<file path="config.mk">
export PLATFORM = sky130hd
export DESIGN_NAME = pulse_emulator
export DESIGN_NICKNAME = d
export VERILOG_FILES = /design/src/rtl/pulse_emulator_pkg.sv /design/src/rtl/pe_period_timer.sv /design/src/rtl/pulse_emulator.sv
export SDC_FILE = /design/constraint.sdc
export NUM_CORES = 1
export LEC_CHECK = 0
export ABC_AREA = 1
export ABC_CLOCK_PERIOD_IN_PS = 5690
export CORE_MARGIN = 2
export CORE_UTILIZATION = 32
export DETAILED_ROUTE_END_ITERATION = 8
export PLACE_DENSITY = 0.51
export SLEW_MARGIN = 20
export SYNTH_ARGS = -nofsm -noshare
export SYNTH_HDL_FRONTEND = slang
export SYNTH_HIERARCHICAL = 1
export SYNTH_SLANG_ARGS = --single-unit
export TNS_END_PERCENT = 10
</file>
<file path="constraint.sdc">
create_clock -name clk -period 5.69 [get_ports clk]
set_clock_uncertainty 0.15 [all_clocks]
set_input_delay 1.707 -clock clk [delete_from_list [all_inputs] [get_ports clk]]
set_output_delay 1.707 -clock clk [all_outputs]
set_load 0.02 [all_outputs]
</file>
<file path="src/rtl/pulse_emulator_pkg.sv">
// rtl/pulse_emulator_pkg.sv - shared widths, defaults and state type for the pulse emulator
package pulse_emulator_pkg;
  localparam int SIZE_FILTER_DATA = 16;
  localparam int PE_FRAC_W        = 8;
  localparam int PE_DECAY_SHIFT   = 4;
  localparam int PE_DEAD_TIME     = 8;
  localparam int PE_PERIOD_W      = 16;

  typedef enum logic [1:0] {PE_IDLE, PE_DEAD, PE_DECAY} pe_state_t;
endpackage

</file>
<file path="src/rtl/pe_period_timer.sv">
// rtl/pe_period_timer.sv - free-running auto-trigger timer, one tick every period cycles
module pe_period_timer
  import pulse_emulator_pkg::*;
(
  input  logic                   clk,
  input  logic                   reset,
  input  logic                   auto_en,
  input  logic [PE_PERIOD_W-1:0] period,
  output logic                   auto_tick
);
  logic [PE_PERIOD_W-1:0] period_cnt;
  logic [PE_PERIOD_W-1:0] last_cnt;

  // >= rather than == so a period shortened mid-count still ticks at the next compare
  always_comb begin
    last_cnt = (period < PE_PERIOD_W'(2)) ? PE_PERIOD_W'(1) : period - PE_PERIOD_W'(1);
  end

  assign auto_tick = auto_en && (period_cnt >= last_cnt);

  always_ff @(posedge clk) begin
    if (reset || !auto_en || auto_tick) begin
      period_cnt <= '0;
    end else begin
      period_cnt <= period_cnt + PE_PERIOD_W'(1);
    end
  end
endmodule

</file>
<file path="src/rtl/pulse_emulator.sv">
// rtl/pulse_emulator.sv - step-plus-exponential-decay pulse source with pile-up and dead time
module pulse_emulator
  import pulse_emulator_pkg::*;
#(
  parameter int DATA_W      = SIZE_FILTER_DATA,
  parameter int FRAC_W      = PE_FRAC_W,
  parameter int DECAY_SHIFT = PE_DECAY_SHIFT,
  parameter int DEAD_TIME   = PE_DEAD_TIME,
  parameter int BASELINE    = 0
)(
  input  logic              clk,
  input  logic              reset,
  input  logic              trig,
  input  logic [DATA_W-1:0] amplitude,
  input  logic              auto_en,
  input  logic [15:0]       period,
  output logic [DATA_W-1:0] output_data,
  output logic              busy,
  output logic              trig_ack,
  output logic              trig_drop
);
  localparam int ACC_W  = DATA_W + FRAC_W + 1;
  localparam int SUM_W  = DATA_W + 3;
  localparam int DEAD_W = $clog2(DEAD_TIME + 2);
  localparam int PAD_W  = ACC_W + 1 - (DATA_W - 1 + FRAC_W);
  localparam logic signed [SUM_W-1:0] BASE_EXT = SUM_W'(BASELINE);
  localparam logic signed [SUM_W-1:0] OUT_MAX  = SUM_W'((1 << (DATA_W - 1)) - 1);
  localparam logic signed [SUM_W-1:0] OUT_MIN  = SUM_W'(-(1 << (DATA_W - 1)));
  localparam logic [DATA_W-1:0]       RESET_OUT = DATA_W'(BASELINE);

  pe_state_t               state;
  logic [ACC_W-1:0]        acc, acc_next, dec;
  logic [ACC_W:0]          acc_sum, add;
  logic [DEAD_W-1:0]       dead_cnt;
  logic [DATA_W-1:0]       amp_reg, amp_sel;
  logic [DATA_W-2:0]       amp_clip;
  logic                    auto_tick, req, accept, drop;
  logic signed [SUM_W-1:0] out_sum;
  logic [DATA_W-1:0]       out_sat;

  pe_period_timer u_timer (
    .clk       (clk),
    .reset     (reset),
    .auto_en   (auto_en),
    .period    (period),
    .auto_tick (auto_tick)
  );

  always_comb begin
    amp_sel  = trig ? amplitude : amp_reg;
    amp_clip = amp_sel[DATA_W-1] ? '0 : amp_sel[DATA_W-2:0];
    req      = trig | auto_tick;
    accept   = req && (state != PE_DEAD);
    drop     = req && (state == PE_DEAD);

    // minimum decrement of 1 lets the tail reach exactly zero instead of stalling
    dec = '0;
    if (acc != '0) begin
      dec = acc >> DECAY_SHIFT;
      if (dec == '0) dec = ACC_W'(1);
    end

    add      = accept ? {{PAD_W{1'b0}}, amp_clip, {FRAC_W{1'b0}}} : '0;
    acc_sum  = {1'b0, acc - dec} + add;
    acc_next = acc_sum[ACC_W] ? '1 : acc_sum[ACC_W-1:0];

    out_sum = BASE_EXT + $signed({2'b00, acc[ACC_W-1:FRAC_W]});
    if (out_sum > OUT_MAX) begin
      out_sat = OUT_MAX[DATA_W-1:0];
    end else if (out_sum < OUT_MIN) begin
      out_sat = OUT_MIN[DATA_W-1:0];
    end else begin
      out_sat = out_sum[DATA_W-1:0];
    end
  end

  always_ff @(posedge clk) begin
    if (reset) begin
      state       <= PE_IDLE;
      acc         <= '0;
      dead_cnt    <= '0;
      amp_reg     <= '0;
      output_data <= RESET_OUT;
      busy        <= 1'b0;
      trig_ack    <= 1'b0;
      trig_drop   <= 1'b0;
    end else begin
      acc         <= acc_next;
      output_data <= out_sat;
      trig_ack    <= accept;
      trig_drop   <= drop;
      if (trig) amp_reg <= amplitude;

      case (state)
        PE_DEAD: begin
          dead_cnt <= dead_cnt - DEAD_W'(1);
          if (dead_cnt == DEAD_W'(1)) state <= PE_DECAY;
        end
        default: begin
          if (accept) begin
            busy <= 1'b1;
            if (DEAD_TIME > 0) begin
              state    <= PE_DEAD;
              dead_cnt <= DEAD_W'(DEAD_TIME);
            end else begin
              state <= PE_DECAY;
            end
          end else if (acc_next == '0) begin
            state <= PE_IDLE;
            busy  <= 1'b0;
          end else begin
            state <= PE_DECAY;
            busy  <= 1'b1;
          end
        end
      endcase
    end
  end
endmodule

</file>
==> results.toml, run 1 <==
# physical design summary
[power]
p_per_area_nw_per_um2 = 671
p_comb_share_pct = 76.1
p_clk_share_pct = 10.3

[status]
status = "complete, but fails checks"
violations = "negative setup slack"

[yosys]
synth_cell_types = 41
seq_area_frac_synth_pct = 26.7
synth_cells = 909
edf_count = 0
yosys_warnings = 6
yosysTopAreaCell = "dfxtp_1"
floorplan.nets = 1003
synth_chip_area_um2 = 6140
top_cells_by_area = "dfxtp_1 (27%), nand2_1 (12%), ha_1 (11%)"
flop_cell = "dfxtp_1"

[cts]
cts_tree = "done"
path_clk_slew_ps = 60
cts_root_buf = "clkbuf_16"
cts_buffers = 9

[sta]
finalSetupViolations = 18
fin_crit_sh_pct = 103
drv_slew = 0
setup_slack_ps = -188
worst_pin_slew_ps = 1060
hold_viol = 0

[worst_setup_path]
rr_startpoint = "acc[23]"
cp_max_fo = 8
worst_path_max_delay_cell = "fa_1"
crit_top_cell = "nand2_1"
path_class = "in2reg"

[die]
die_w_um = 143
rows = 50
dieHeight_um = 143
coreArea_um2 = 18800

[placed_design]
placed_area_um2 = 7660
gp_congestion = 0.882
dp.cells = 1271
port_buffers = 54

[drt]
first_pass_iters = 4
final_antenna_net_count = 0
drt-vias-per-instance = 4.74

[flow_run]
maxCapViolCount = 0
tool_warnings = 30

[global_route]
grt_pass1_vias = 6304
grt.total_usage_pct = 19.1
grt_start_max_net_pins = 38

[finish]
syn_to_final_growth_pct = 42.4
largest_reg_flops = 25
lay_top_count = "nand2_1"
[run 1: layer usage]
metal	track usage [%]	vias up	wire length [um]
met4	6.62	0	477
met1	23.6	2870	8500
met5	0	-	0
met3	2.46	31	564
li1	-	3288	-
met2	34.2	104	9280
[run 1: what timing repair did]
| action | CTS | global route |
|---|---|---|
| gates resized | 102 | 70 |
| setup buffers | 31 | 11 |
| endpoints found under the setup margin | 27 | 43 |
| pin swaps | 44 | 49 |
| cloned | 1 | 0 |
[run 1: cells by family after synthesis]
family	Yosys count	synth area share, %
AND-OR/OR-AND	106	9.74
XOR/XNOR	38	5.42
adder cells (fa/ha/maj)	58	12.1
buffers and inverters	156	9.86
flip-flops	82	26.7
multiplexers	17	2.77
other	1	0.0611
AND/OR/NAND/NOR	451	33.4
[run 1: power by group through the flow]
stage | Clock (uW) | Sequential (uW) | Combinational (uW)
floorplan | 0 | 825 | 2390
global placement | 0 | 810 | 4140
detailed placement | 0 | 808 | 4130
CTS | 623 | 796 | 4210
global route | 646 | 809 | 4940
finish | 605 | 797 | 4460
[run 1: final cells by class]
cell class                      instances  area (um^2)
Sequential cell                        82         1640
Fill cell                            1938        10000
Multi-Input combinational cell        671         4400
Tap cell                              234          293
Clock buffer                           10          239
Timing Repair Buffer                  185         1560
Inverter                              140          553
Clock inverter                          6         65.1
[run 1: through the flow]
| stage | setup TNS, ps | hold WS (ps) | util, % |
|---|---|---|---|
| global route | -9950 | 346 | 46.6 |
| finish | -2120 | 329 | 46.6 |
| detailed placement | -22940 | 312 | 40.8 |
| CTS | -186 | 324 | 44.9 |
| global placement | -21510 | 310 | 40.8 |
| floorplan | -117 | 293 | - |
[run 1: worst max path at each step]
stage | from | end | slack [ps] | cells past startpoint
final | period[1] | state[1] | -190 | 35
after global routing | period[6] | state[1] | -540 | 35
after CTS | period[1] | state[1] | -100 | 35
after detailed placement | period[1] | state[1] | -970 | 37
after global placement | period[1] | state[1] | -920 | 37
after floorplan | period[1] | state[1] | -60 | 36
[run 1: Yosys cell counts (2+ instances only)]
| master | number |
|---|---|
| or2_2 | 2 |
| a31oi_1 | 11 |
| nand3_2 | 10 |
| nor2_1 | 112 |
| xnor2_1 | 14 |
| a21o_1 | 2 |
| nand4_1 | 17 |
| fa_1 | 2 |
| nand2_1 | 200 |
| clkbuf_1 | 10 |
| or2_1 | 2 |
| nand3_1 | 51 |
| xor2_1 | 24 |
| dfxtp_1 | 82 |
| a21oi_1 | 65 |
| buf_6 | 2 |
| o21a_1 | 2 |
| buf_2 | 4 |
| nand2_2 | 15 |
| nand2_4 | 2 |
| mux2i_1 | 17 |
| inv_1 | 135 |
| o21bai_1 | 5 |
| nor3_1 | 10 |
| nor4_1 | 5 |
| nor2_2 | 16 |
| nand3b_1 | 5 |
| o21ai_0 | 13 |
| inv_2 | 5 |
| ha_1 | 56 |
| a21oi_2 | 3 |
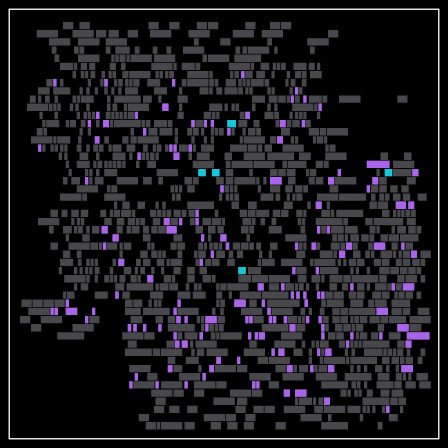
*Selected gate families, run 1*
AND-OR and OR-AND gates: marked cyan, cells 5. NOR gates: marked purple, cells 145.

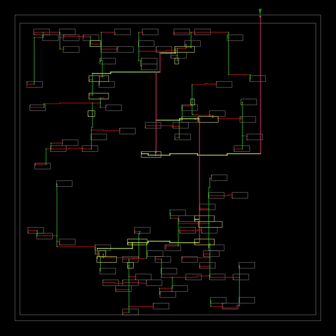
*Clock nets, run 1*
clock-net power: 605 uW
clk sinks: 82
flop count: 82
clk_lat worst skew: 350 ps

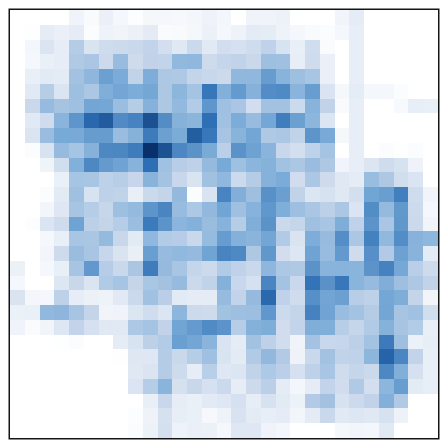
*Wire density map, run 1*
The die is cut into 29 by 29 equal tiles; white is low, dark blue is high, scaled to the fullest tile. Values are wire area over tile area, all layers added.
19% of the tiles are nearly empty. The densest ninth of the die: middle. The fullest tile reaches 0.58. The emptiest ninth of the die: bottom left.

### Close-up of the layout, run 1

Bar = 5 um. Window x 61 to 81, y 90 to 110 um. Cells in grey, sequential cells in the stronger grey; small squares are vias.
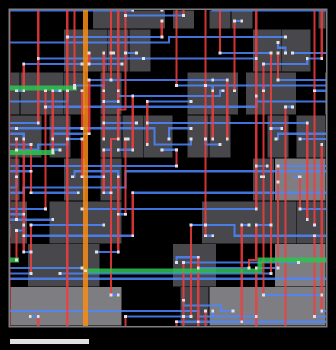

==> inputs of run 2 (changes only) <==
ABC_CLOCK_PERIOD_IN_PS = 4900   (was 5690)
CELL_PAD_IN_SITES_DETAIL_PLACEMENT = 2   (was default)
CELL_PAD_IN_SITES_GLOBAL_PLACEMENT = 2   (was default)
CORE_UTILIZATION = 30   (was 32)
PLACE_DENSITY = 0.78   (was 0.51)
clock period = 4.9 ns   (was 5.69 ns; I/O delays follow)
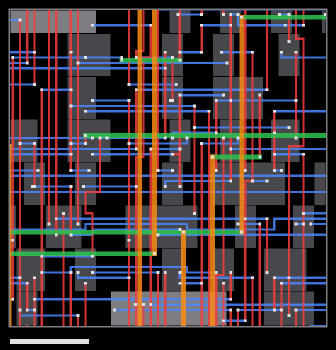
*Close-up of the layout, run 2*
Bar = 5 um. Window x 64 to 84, y 93 to 113 um. Cells in grey, sequential cells in the stronger grey; small squares are vias.
met2: marked red. met3: marked green. met4: marked orange. met1: marked blue.
32 logic cells have their middle in the window. Netlist names of flops here include `acc` (2). Most frequent: nand2_1 (10), inv_1 (6), buf_4 (3). Sequential cells in the window: 2.

==> run 2 against run 1 <==
Net effect: the run still ends with negative setup slack left; utilization down 2.7 points; global-route usage up 8.0 points; first-iteration DRC count up 16%; combinational power up 24%; cell count up 3.8%; sequential power up 15%; total power up 23%; clock-buffer cell count down 1; via count up 11%.
==> results.toml, run 2 <==
# physical design summary
[status]
status = "complete, but fails checks"
violations = "negative setup slack"

[worst_setup_path]
reg2reg_depth = 27
path_class = "in2reg"
rr_startpoint = "acc[12]"
worst_path_max_delay_cell = "ha_1"
cp_max_fo = 5

[power]
p_per_area_nw_per_um2 = 817
p_comb_share_pct = 76.3
p_clk_share_pct = 11.0

[global_route]
grt_pass1_vias = 8057
grt.total_usage_pct = 27.1
grt_start_max_net_pins = 34

[yosys]
edf_count = 0
synth_chip_area_um2 = 6140
floorplan.nets = 1003
synth_cell_types = 41
yosysTopAreaCell = "dfxtp_1"
yosys_warnings = 6
flop_cell = "dfxtp_1"
synth_cells = 909
ys_cells = 909
top_cells_by_count = "nand2_1 (200), inv_1 (135), nor2_1 (112)"
synthArstFlopShare_pct = 0
seq_area_frac_synth_pct = 26.7

[sta]
fin_crit_sh_pct = 133
setup_slack_ps = -1600
finalSetupViolations = 27
drv_slew = 0
worst_pin_slew_ps = 766
hold_viol = 0

[die]
coreArea_um2 = 20200
die_w_um = 147
rows = 52
dieHeight_um = 147

[drt]
final_antenna_net_count = 0
first_pass_iters = 4
drc = 0
vias = 7016
drt-vias-per-instance = 5.09

[placed_design]
dp.cells = 1336
port_buffers = 54

[finish]
final_util_pct = 43.9
syn_to_final_growth_pct = 44.2
final_nets = 1197
largest_reg_flops = 25
instances_no_fill = 1378
flop_area_um2 = 1640
fill_cells = 2312
logic_area_um2 = 4350

[worst_hold_path]
min_path_type = "reg2reg"
worstHoldPathCells = 1

[cts]
path_clk_slew_ps = 80
cts_buffers = 9
clk_latency_ps = 370
cts_root_buf = "clkbuf_16"
cts_tree = "done"
cts_sinks = 82

[flow_run]
maxCapViolCount = 0
tool_warnings = 30
==> run 2: worst max-delay path by stage <==
| stage | from | end | cells after the start |
|---|---|---|---|
| floorplan | period[1] | state[1] | 36 |
| global placement | period[1] | state[1] | 37 |
| detailed placement | period[1] | busy | 39 |
| CTS | period[1] | state[1] | 39 |
| global route | period[2] | state[1] | 41 |
| finish | period[2] | state[1] | 34 |
==> run 2: layout make-up <==
type / instances / share of cell area (%)
flip-flops and latches: 82 / 18.5
well taps: 270 / 3.81
multi-input cells: 672 / 49.1
inverters: 140 / 6.19
clock inverters: 7 / 1.19
repair buffers: 198 / 18.7
clock buffers: 9 / 2.54
==> run 2: metrics by stage <==
stage	TNS (ps)	area (um^2)	hold WS, ps	worst slack [ps]
3_3_place_gp	-38860	7930	309	-1770
6_report	-33360	8860	347	-1600
4_1_cts	-20360	8700	334	-1110
5_1_grt	-38900	8860	378	-1830
3_5_place_dp	-45360	7930	324	-2010
2_1_floorplan	-6690	6240	293	-613
==> run 2: cells by family after synthesis <==
logic type	synth area share [%]
simple gates	33.4
mux	2.77
buf+inv	9.86
flops	26.7
compound gates	9.74
other cells	0.0611
xor+xnor	5.42
fa+ha+maj	12.1
==> run 2: power by group through the flow <==
stage | clock [uW] | sequential [uW] | combinational, uW
4_1_cts | 806 | 912 | 5330
3_3_place_gp | 0 | 919 | 4710
2_1_floorplan | 0 | 958 | 2780
5_1_grt | 840 | 928 | 6050
6_report | 799 | 916 | 5520
3_5_place_dp | 0 | 923 | 4900
==> run 2: per-layer routing <==
layer | share of wire [%] | up-vias | global-route usage (%)
li1 | - | 3313 | -
met1 | 38 | 3455 | 29.1
met2 | 53 | 159 | 52.5
met3 | 3.5 | 89 | 4.22
met4 | 4.8 | 0 | 11.3
met5 | 0 | - | 0
==> run 2: what timing repair did <==
item | CTS | global route
pin swaps | 58 | 24
setup endpoints to repair | 27 | 27
cloned | 2 | 0
resized | 122 | 25
buffers inserted | 17 | 7
No activity file was given, so power comes from the tool's default toggle rates.
